Figure 1. Met1 routing (run 1).
Supply wires on this layer in gray.
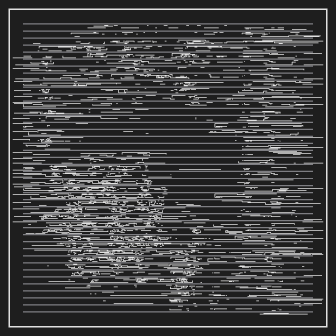
Figure 2. M2 wires (run 1).
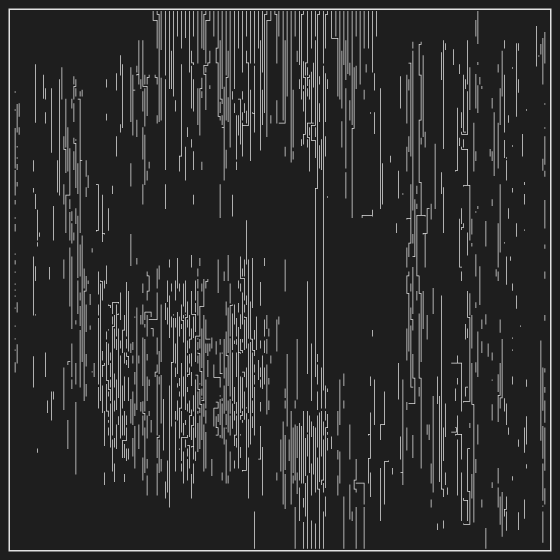
Figure 3. Met3 routing (run 1).
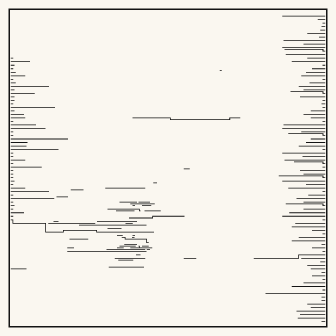
**config.mk**
```make
export PLATFORM = sky130hd
export DESIGN_NAME = icache_refill_ctrl
export DESIGN_NICKNAME = d
export VERILOG_FILES = /design/src/rtl/icache_refill_ctrl.sv
export SDC_FILE = /design/constraint.sdc
export NUM_CORES = 1
export LEC_CHECK = 0
export ABC_AREA = 1
export CAP_MARGIN = 20
export CORE_MARGIN = 5
export CORE_UTILIZATION = 40
export CTS_CLUSTER_DIAMETER = 120
export DETAILED_ROUTE_END_ITERATION = 12
export PLACE_DENSITY = 0.76
export SKIP_LAST_GASP = 1
export SYNTH_ARGS = -nofsm -noshare
export SYNTH_HDL_FRONTEND = slang
export SYNTH_SLANG_ARGS = --single-unit
export TNS_END_PERCENT = 5
```
**constraint.sdc**
```tcl
create_clock -name clk -period 3.5 [get_ports clk]
set_input_delay 0.525 -clock clk [delete_from_list [all_inputs] [get_ports clk]]
set_output_delay 0.525 -clock clk [all_outputs]
set_load 0.02 [all_outputs]
```
**src/rtl/icache_refill_ctrl.sv**
```systemverilog
// Instruction-cache miss handler: fetches one line from memory, installs it in the LRU victim way, then pulses refill_done.
// Latency: miss cycle to refill_done is 4+line_words cycles (inclusive), plus request-wait and beat-gap cycles.
// Backpressure: mem_rd_req is held until mem_rd_ready, beats are accepted whenever mem_rd_valid is high, and stall holds fetch for the whole refill.
module icache_refill_ctrl #(
    parameter int addr_width = 4,
    parameter int tag_width  = 25,
    parameter int way        = 2,
    parameter int line_words = 2
) (
    input  logic                        clk,
    input  logic                        rstn,
    input  logic                        lookup_valid,
    input  logic [addr_width-1:0]       lookup_index,
    input  logic [tag_width-1:0]        lookup_tag,
    input  logic [way-1:0]              hit,
    output logic                        stall,
    output logic                        refill_done,
    output logic                        mem_rd_req,
    output logic [31:0]                 mem_rd_addr,
    input  logic                        mem_rd_ready,
    input  logic                        mem_rd_valid,
    input  logic [31:0]                 mem_rd_data,
    output logic [way-1:0]              TagV_we,
    output logic [addr_width-1:0]       TagV_addr_write,
    output logic [tag_width:0]          TagV_din_write,
    output logic [way-1:0]              data_we,
    output logic [addr_width-1:0]       data_waddr,
    output logic [32*line_words-1:0]    data_wdata
);

    localparam int OFF_W  = 32 - tag_width - addr_width;
    localparam int BEAT_W = (line_words > 1) ? $clog2(line_words) : 1;
    localparam int SETS   = 1 << addr_width;

    typedef enum logic [2:0] {IDLE, REQ, RECV, WRITE, DONE} state_t;

    state_t                         r_state;
    state_t                         w_next;
    logic [addr_width-1:0]          r_index;
    logic [tag_width-1:0]           r_tag;
    logic                           r_victim;
    logic [BEAT_W-1:0]              r_beat_cnt;
    logic [SETS-1:0]                r_lru;
    logic [line_words-1:0][31:0]    r_line;

    logic                           w_miss;
    logic                           w_last_beat;
    logic [way-1:0]                 w_victim_oh;

    assign w_miss      = lookup_valid && (hit == '0);
    assign w_last_beat = mem_rd_valid && (r_beat_cnt == BEAT_W'(line_words - 1));
    assign w_victim_oh = way'(1) << r_victim;

    assign mem_rd_addr     = {r_tag, r_index, {OFF_W{1'b0}}};
    assign TagV_addr_write = r_index;
    assign data_waddr      = r_index;
    assign TagV_din_write  = {1'b1, r_tag};
    assign data_wdata      = r_line;

    always_comb begin
        w_next      = r_state;
        stall       = 1'b0;
        refill_done = 1'b0;
        mem_rd_req  = 1'b0;
        TagV_we     = '0;
        data_we     = '0;
        case (r_state)
            IDLE: begin
                // Gated by rstn so a miss presented during reset cannot raise stall.
                stall = rstn && w_miss;
                if (w_miss) w_next = REQ;
            end
            REQ: begin
                stall      = 1'b1;
                mem_rd_req = 1'b1;
                if (mem_rd_ready) w_next = RECV;
            end
            RECV: begin
                stall = 1'b1;
                if (w_last_beat) w_next = WRITE;
            end
            WRITE: begin
                stall   = 1'b1;
                TagV_we = w_victim_oh;
                data_we = w_victim_oh;
                w_next  = DONE;
            end
            DONE: begin
                refill_done = 1'b1;
                w_next      = IDLE;
            end
            default: w_next = IDLE;
        endcase
    end

    always_ff @(posedge clk or negedge rstn) begin
        if (!rstn) begin
            r_state    <= IDLE;
            r_index    <= '0;
            r_tag      <= '0;
            r_victim   <= 1'b0;
            r_beat_cnt <= '0;
            r_lru      <= '0;
        end else begin
            r_state <= w_next;
            case (r_state)
                IDLE: begin
                    // Double hit resolves to way 0, so way 1 becomes the next victim.
                    if (lookup_valid) begin
                        if (hit[0]) begin
                            r_lru[lookup_index] <= 1'b1;
                        end else if (hit[1]) begin
                            r_lru[lookup_index] <= 1'b0;
                        end else begin
                            r_index    <= lookup_index;
                            r_tag      <= lookup_tag;
                            r_victim   <= r_lru[lookup_index];
                            r_beat_cnt <= '0;
                        end
                    end
                end
                RECV: begin
                    if (mem_rd_valid) r_beat_cnt <= w_last_beat ? '0 : r_beat_cnt + 1'b1;
                end
                WRITE: r_lru[r_index] <= ~r_victim;
                default: ;
            endcase
        end
    end

    // Data-only buffer: the state reset alone keeps a partial line from ever being written.
    always_ff @(posedge clk) begin
        if (r_state == RECV && mem_rd_valid) r_line[r_beat_cnt] <= mem_rd_data;
    end

endmodule

```
==> flow_metrics.env, run 1 <==
# physical design summary
export IMPL_status="completed"
export IMPL_clock_latency_ns=0.40
export IMPL_fill_cells=1060
export IMPL_relSlewSlack_pct=57.0
export IMPL_max_cap_violations=0
export IMPL_cts_max_level=4
export IMPL_synth_top_cell_by_count="nand2_1"
export IMPL_drt_wl_total_um=13100
export IMPL_power_leader="combinational cells"
export IMPL_power_w=0.00596
export IMPL_drv_slew=0
export IMPL_grt_max_degree=51
export IMPL_switching_share_pct=37.3
export IMPL_synth_distinct_cells=23
export IMPL_grt_pass1_wl_um=20200
export IMPL_critical_path_class="flop to output port"
export IMPL_die_area_um2=15000
export IMPL_whs_ns=0.306
export IMPL_nNetsFinal=769
export IMPL_drt_initial_drc_count=451
export IMPL_syn_inst=530
export IMPL_async_flop_share_pct=43.9
export IMPL_highest_layer="met4"
export IMPL_pg_comb_w=0.00237
export IMPL_grtUsageTotal_pct=17.1
export IMPL_enable_flop_cells=64
export IMPL_clock_path_buffers=2
export IMPL_endpoint="TagV_we[0]"
export IMPL_grt_pass1_vias=4008
export IMPL_rows=41
export IMPL_critPathTopFamily="buffers and inverters"
export IMPL_ff_latch_area_um2=3170
export IMPL_cts_buffers=17
export IMPL_lay_top_cells="206 x nand2_1, 199 x clkdlybuf4s50_1, 64 x edfxtp_1"
export IMPL_setup_tns_ns=0
export IMPL_crit_start="r_state[2]$_DFFE_PN0P_"
export IMPL_dpl_cell_area_um2=6920
export IMPL_yosys_register_bits=114
export IMPL_required_ns=2.97
export IMPL_cp_data_arrival_time_ns=2.49
export IMPL_p_seq_share_pct=33.5
export IMPL_met2_usage_pct=28.0
export IMPL_wl_met1_um=5510
export IMPL_fp_util_pct=40.4
export IMPL_crit_slowest_cell="clkdlybuf4s50_1"
export IMPL_pwr_share_clk_pct=26.8
export IMPL_syn2layout_area_growth_pct=48.1
export IMPL_path_cells="inv_1 -> nand3_4 -> nor2_4 -> clkdlybuf4s50_1"
export IMPL_core_area_um2=12500
export IMPL_skew_ns=0.0103
export IMPL_fin_util_pct=59.8
export IMPL_yosys_area_um2=5050
export IMPL_layout_top_cell="nand2_1"
export IMPL_wire_per_inst_um=14.8
export IMPL_dp_hpwl_um=9590
export IMPL_busiest_layer="met2"
export IMPL_yosys_cells=530
export IMPL_antenna_found_initial=0
export IMPL_hold_violations=0
export IMPL_top_cells_by_area="edfxtp_1 38%, dfrtp_1 25%, nand2_1 15%, buf_4 5.9%, o21ai_1 3.8%"
export IMPL_grt_setup_unrepaired="no"
export IMPL_cts_resized=0
export IMPL_wl_met3_um=1330
export IMPL_tool_warnings=26
export IMPL_critPathCaptureType="output port"
export IMPL_grt_util_met1_pct=22.0
export IMPL_worstPathMaxFanout=36
About Figure 1:
main direction: horizontal
wire length on this layer: 5,510 um
longest straight run: 30.8 um
nets with wire on the layer: 670

About Figure 2:
wire length on this layer: 6,170 um
nets with wire on the layer: 645

About Figure 3:
nets with wire on the layer: 164
wire length on this layer: 1,330 um
share of all routed wire: 10%

run 1: kinds of logic (layout without fill, tap and decap cells):
| family | after synthesis | count (layout) | synth area share (%) |
|---|---|---|---|
| other cells | 2 | 4 | 0.149 |
| simple gates | 269 | 269 | 21.2 |
| buf+inv | 85 | 267 | 9.88 |
| compound gates | 60 | 60 | 5.99 |
| flops | 114 | 114 | 62.8 |
run 1: layout make-up:
cell class / count / area share, %
clock buffers: 17 / 5.69
clock inverters: 15 / 1.79
multi-input cells: 333 / 18.6
repair buffers: 204 / 27.1
flip-flops and latches: 114 / 42.4
inverters: 31 / 1.56
well taps: 172 / 2.88
Figure 4. Clock wiring as the flow saved it (run 1).
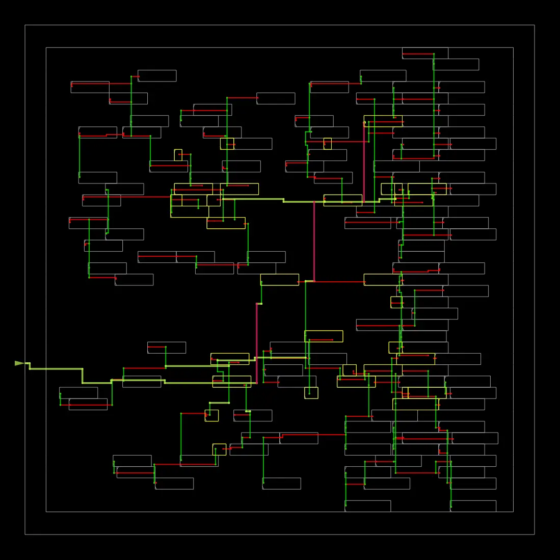

==> run 2: changes to the inputs <==
--- a/config.mk
+++ b/config.mk
@@ -5,9 +5,7 @@
 export SDC_FILE = /design/constraint.sdc
 export NUM_CORES = 1
 export LEC_CHECK = 0
-export ABC_AREA = 1
 export CAP_MARGIN = 20
-export CORE_MARGIN = 5
 export CORE_UTILIZATION = 40
 export CTS_CLUSTER_DIAMETER = 120
 export DETAILED_ROUTE_END_ITERATION = 12
==> constraint.sdc (replaced) <==
create_clock -name clk -period 3.5 [get_ports clk]
set_input_delay 0.35 -clock clk [delete_from_list [all_inputs] [get_ports clk]]
set_output_delay 0.35 -clock clk [all_outputs]
set_load 0.02 [all_outputs]
Figure 5. Clock wiring as the flow saved it (run 2).
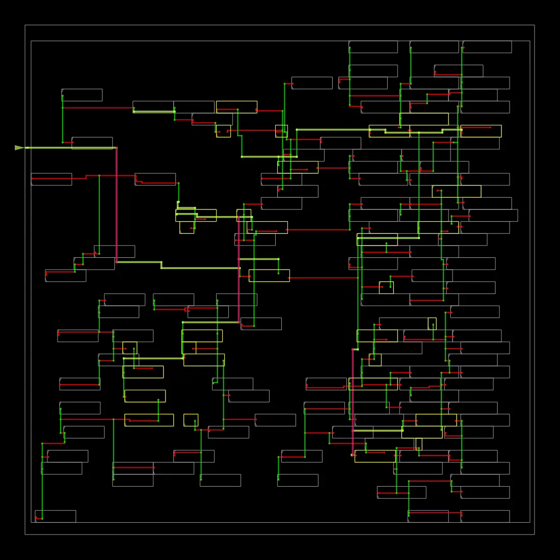
clkbuf count: 17
cts bufs inserted: 17
Clk power: 0.00183 W
Late-Pin Clk Latency: 0.41 ns
Layout Skew: 0.0144 ns

Figure 6. M2 wires (run 2).
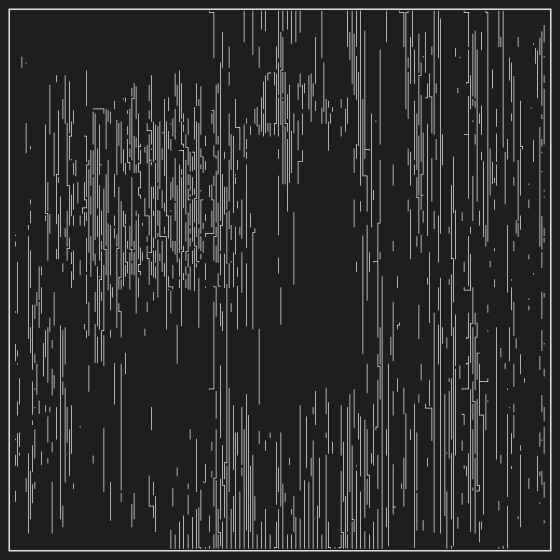
nets with wire on the layer: 535
longest straight run: 58.0 um
wire length on this layer: 6,240 um
main direction: vertical
share of all routed wire: 50%

==> flow_metrics.env, run 2 <==
# physical design summary
export IMPL_whs_ns=0.116
export IMPL_stdcell_count=702
export IMPL_layout_top_cell="clkdlybuf4s50_1"
export IMPL_wire_per_inst_um=17.7
export IMPL_die_area_um2=13300
export IMPL_status="completed"
export IMPL_critical_path_class="flop to output port"
export IMPL_top_cells_by_area="edfxtp_1 38%, dfrtp_1 24%, buf_4 5.9%, mux2_2 4.2%, a211oi_2 3.9%"
export IMPL_pg_comb_w=0.00212
export IMPL_ant_nets=0
export IMPL_wl_met1_um=4890
export IMPL_yosys_cells=352
export IMPL_antenna_found_initial=0
export IMPL_crit_start="r_state[1]$_DFFE_PN0P_"
export IMPL_setup_tns_ns=0
export IMPL_critPathCaptureType="output port"
export IMPL_fin_util_pct=62.0
export IMPL_highest_layer="met4"
export IMPL_placed_cells=670
export IMPL_crit_slowest_cell="clkdlybuf4s50_1"
export IMPL_worstPathMaxFanout=42
export IMPL_yosys_area_um2=5120
export IMPL_first_pass_iters=5
export IMPL_drt_initial_drc_count=267
export IMPL_fp_util_pct=41.7
export IMPL_synth_distinct_cells=42
export IMPL_dpl_cell_area_um2=6970
export IMPL_met2_usage_pct=32.2
export IMPL_top_area_cell="edfxtp_1"
export IMPL_power_w=0.00591
export IMPL_cts_max_level=4
export IMPL_antenna_cells=0
export IMPL_grtUsageTotal_pct=19.2
export IMPL_cp_data_arrival_time_ns=2.32
export IMPL_power_leader="combinational cells"
export IMPL_grt_pass1_vias=3589
export IMPL_switching_share_pct=33.4
export IMPL_lay_top_cells="199 x clkdlybuf4s50_1, 64 x edfxtp_1, 50 x dfrtp_1"
export IMPL_core_area_um2=12300
export IMPL_grt_util_met1_pct=22.7
export IMPL_p_seq_share_pct=33.2
export IMPL_dp_hpwl_um=8420
export IMPL_drt_wl_total_um=12400
export IMPL_clock_path_buffers=2
export IMPL_grt_pass1_wl_um=19100
export IMPL_hp_class="primary input to asynchronous set/reset pin"
export IMPL_path_cells="nand3b_4 -> inv_1 -> and2_1 -> clkdlybuf4s50_1"
export IMPL_nNetsFinal=589
export IMPL_cts_resized=0
export IMPL_max_freq_ghz=0.374
export IMPL_wl_met3_um=1190
export IMPL_required_ns=3.15
export IMPL_async_flop_share_pct=43.9
export IMPL_setup_slack_ns=0.828
export IMPL_pwr_share_clk_pct=30.9
export IMPL_yosys_register_bits=114
export IMPL_critPathTopFamily="buffers and inverters"
export IMPL_synth_top_cell_by_count="edfxtp_1"
export IMPL_syn_inst=352
export IMPL_grt_max_degree=51
export IMPL_endpoint="TagV_we[1]"
export IMPL_pre_cts_ws_ns=0.987
export IMPL_rows=40
export IMPL_hold_violations=0
export IMPL_relSlewSlack_pct=47.8
export IMPL_busiest_layer="met2"
export IMPL_max_cap_violations=0
export IMPL_syn2layout_area_growth_pct=48.6
export IMPL_drv_slew=0
[run 2: netlist changes by cell type after synthesis, moves of 19 or more]
cell,change
o21ai_1,-38
nor2_1,-38
nand2_1,-200
o21ai_0,-19
mux2_2,+19
inv_1,-27
[run 2: logic make-up after synthesis]
| kind of cell | share of synthesized area (%) |
|---|---|
| compound gates | 7.48 |
| buf+inv | 8.00 |
| mux | 12.7 |
| other cells | 0.147 |
| simple gates | 9.68 |
| flops | 62.0 |
[run 2: layout make-up]
| class | instances | area, um^2 |
|---|---|---|
| Fill cell | 938 | 4660 |
| Clock inverter | 15 | 205 |
| Tap cell | 168 | 210 |
| Inverter | 2 | 7.51 |
| Sequential cell | 114 | 3170 |
| Clock buffer | 17 | 425 |
| Multi-Input combinational cell | 181 | 1550 |
| Timing Repair Buffer | 205 | 2030 |
Figure 7. Signal metal coverage by tile (run 2).
The bar under the picture is 20 um long. 23 x 23 tiles, from dark purple (low) to yellow (high), scaled to the fullest tile. Values are wire area over tile area, all layers added.
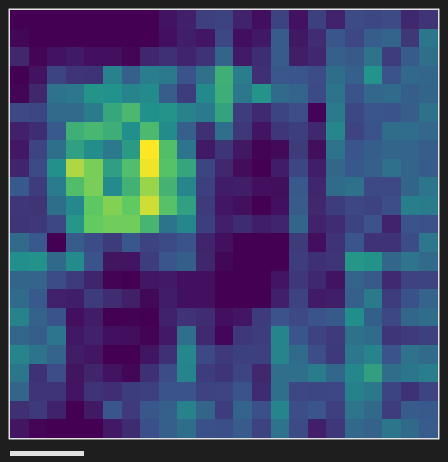

==> run 3: changes to the inputs <==
==> constraint.sdc (replaced) <==
create_clock -name clk -period 2.75 [get_ports clk]
set_input_delay 0.275 -clock clk [delete_from_list [all_inputs] [get_ports clk]]
set_output_delay 0.275 -clock clk [all_outputs]
set_load 0.02 [all_outputs]
Figure 8. Signal metal coverage by tile (run 3).
The bar under the picture is 20 um long. 23 x 23 tiles, from dark purple (low) to yellow (high), scaled to the fullest tile. Values are wire area over tile area, all layers added.
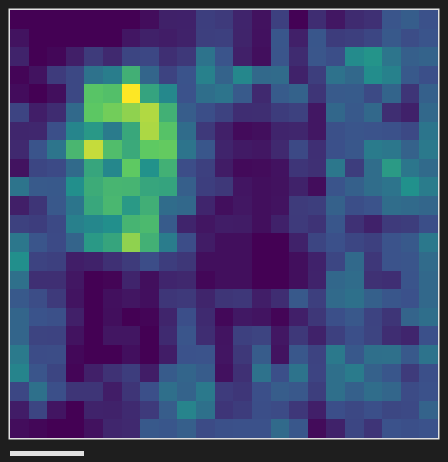
densest ninth of the die: west
nearly empty tiles: 7.8%
mean over tiles: 0.16
tiles over half the peak: 7.8%
fullest tile: 0.67

Figure 9. Clock wiring as the flow saved it (run 3).
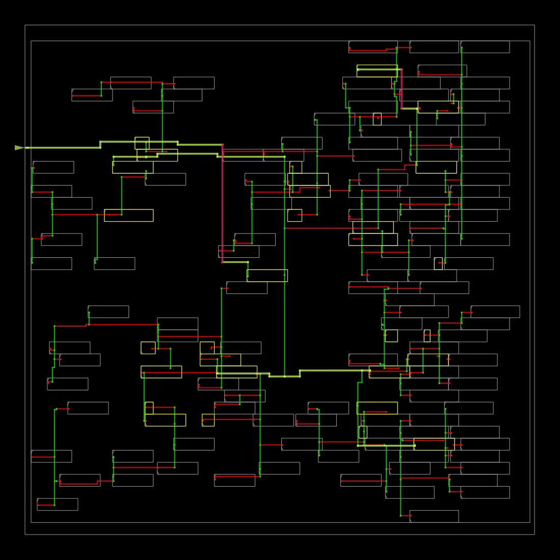
Late-Pin Clk Latency: 0.40 ns
Flops: 114
Clk power: 0.00206 W
CTS sink count: 114
Layout Skew: 0.00555 ns

==> flow_metrics.env, run 3 <==
# physical design summary
export IMPL_nNetsFinal=594
export IMPL_stdcell_count=706
export IMPL_whs_ns=0.0595
export IMPL_cts_buffers=17
export IMPL_first_pass_iters=4
export IMPL_rows=40
export IMPL_fin_util_pct=61.8
export IMPL_drt_initial_drc_count=238
export IMPL_crit_start="r_state[1]$_DFFE_PN0P_"
export IMPL_cts_resized=0
export IMPL_synthXorXnorAreaFrac_pct=0
export IMPL_route_met2_wl_um=6330
export IMPL_synth_top_area_share_pct=37.6
export IMPL_fa_ha_area_share_pct=0
export IMPL_worstMarginPinSlew_ns=0.656
export IMPL_yosys_area_um2=5120
export IMPL_compound_area_share_pct=7.48
export IMPL_crit_slowest_cell="dfrtp_1"
export IMPL_fill_cells=928
export IMPL_power_w=0.00730
export IMPL_clock_path_buffers=2
export IMPL_grt_util_met1_pct=22.2
export IMPL_crit_cells=4
export IMPL_grt_pass1_vias=3542
export IMPL_synth_top_cells_by_count="64 x edfxtp_1, 50 x dfrtp_1, 40 x buf_4"
export IMPL_p_per_area_nw_per_um2=963
export IMPL_wire_per_inst_um=17.8
export IMPL_dpl_cell_area_um2=7000
export IMPL_grtUsageTotal_pct=19.1
export IMPL_busiest_layer="met2"
export IMPL_setup_tns_ns=0
export IMPL_critPathTopFamily="buffers and inverters"
export IMPL_p_leak_nw=2.81
export IMPL_synth_distinct_cells=42
export IMPL_die_h_um=115
export IMPL_portBuffers=200
export IMPL_critPathCaptureType="output port"
export IMPL_top_cells_by_area="edfxtp_1 38%, dfrtp_1 24%, buf_4 5.9%, mux2_2 4.2%, a211oi_2 3.9%"
export IMPL_grt_pass1_wl_um=19000
export IMPL_setup_slack_ns=0.291
export IMPL_top_area_cell="edfxtp_1"
export IMPL_viasPerCell=5.15
export IMPL_synth_area_mux_share_pct=12.7
export IMPL_use_met3_pct=7.38
export IMPL_max_cap_violations=0
export IMPL_drt_wl_total_um=12600
export IMPL_syn_avg_cell_area_um2=14.5
export IMPL_yosys_register_bits=114
export IMPL_antenna_cells=0
export IMPL_fp_util_pct=41.7
export IMPL_path_cells="nand3b_4 -> inv_1 -> and2_1 -> clkdlybuf4s50_1"
export IMPL_ys_top_logic_family="multiplexers"
export IMPL_grt_overflow_total=0
export IMPL_wl_met3_um=1250
export IMPL_dp_hpwl_um=8720
export IMPL_synth_seq_share_pct=62.0
export IMPL_pre_cts_ws_ns=0.381
export IMPL_core_area_um2=12300
export IMPL_hp_class="primary input to asynchronous set/reset pin"
export IMPL_met2_usage_pct=32.5
export IMPL_max_freq_ghz=0.407
export IMPL_lay_top_cells="199 x clkdlybuf4s50_1, 64 x edfxtp_1, 50 x dfrtp_1"
export IMPL_syn_area_um2=5120
export IMPL_cts_tree="yes"
export IMPL_wl_met1_um=4940
export IMPL_async_flop_share_pct=43.9
export IMPL_cts_max_level=4
export IMPL_cts_clk_slew_worst_paths_ns=0.05
export IMPL_syn2layout_area_growth_pct=48.1
export IMPL_die_area_um2=13300
export IMPL_drive_above_1_share_pct=17.8
export IMPL_worstPathMaxFanout=21
export IMPL_simple_gate_share_pct=9.68
export IMPL_ant_nets=0
export IMPL_placed_cells=674
export IMPL_rr_startpoint="r_state[1]$_DFFE_PN0P_"
export IMPL_fin_crit_ns=2.46
export IMPL_critical_path_class="flop to output port"
export IMPL_status="completed"
export IMPL_grt_max_degree=51
export IMPL_layout_top_cell="clkdlybuf4s50_1"
export IMPL_antenna_found_initial=0
export IMPL_synth_top_cell_by_count="edfxtp_1"
export IMPL_io_pins=205
export IMPL_highest_layer="met4"
export IMPL_reg2reg_depth=4
export IMPL_cts_root_buf="clkbuf_16"
export IMPL_relSlewSlack_pct=56.3
export IMPL_slowest_delay_ns=0.62
export IMPL_yosys_cells=352
export IMPL_hold_violations=0
export IMPL_dieWidth_um=115
export IMPL_required_ns=2.48
export IMPL_cp_data_arrival_time_ns=2.18
export IMPL_drc=0
export IMPL_endpoint="data_we[1]"
export IMPL_grt_setup_unrepaired="no"
export IMPL_fin_area_um2=7580
export IMPL_drv_slew=0
export IMPL_setup_viol=0
export IMPL_ir_worst_vdd_mv=0.608
export IMPL_regToRegSetupSlack_ns=0.61
export IMPL_syn_inst=352
export IMPL_crit_buf_inv=2
-- run 3: netlist changes by cell type in the layout (fill, tap and decap cells not counted) --
| cell | change |
|---|---|
| bufinv_16 | -2 |
| buf_4 | +4 |
| clkinvlp_4 | +1 |
| clkinv_2 | +3 |
| nand3b_2 | +1 |
| inv_6 | -3 |
-- run 3: where the power goes --
group / total (W) / internal [W] / switching, W
registers: 0.00251 / 0.00219 / 0.000323
logic: 0.00272 / 0.00131 / 0.00141
clock network: 0.00206 / 0.00132 / 0.000742
total: 0.00730 / 0.00482 / 0.00248
-- run 3: area by class of cell --
type                       instances  area [um^2]  area share, %
multi-input combinational        182         1560           20.6
clock inverter                    14          141           1.86
tap                              168          210           2.77
clock buffer                      17          425           5.61
timing repair buffer             209         2060           27.2
inverter                           2         7.51         0.0990
sequential                       114         3170           41.9
No activity file was given, so power comes from the tool's default toggle rates.
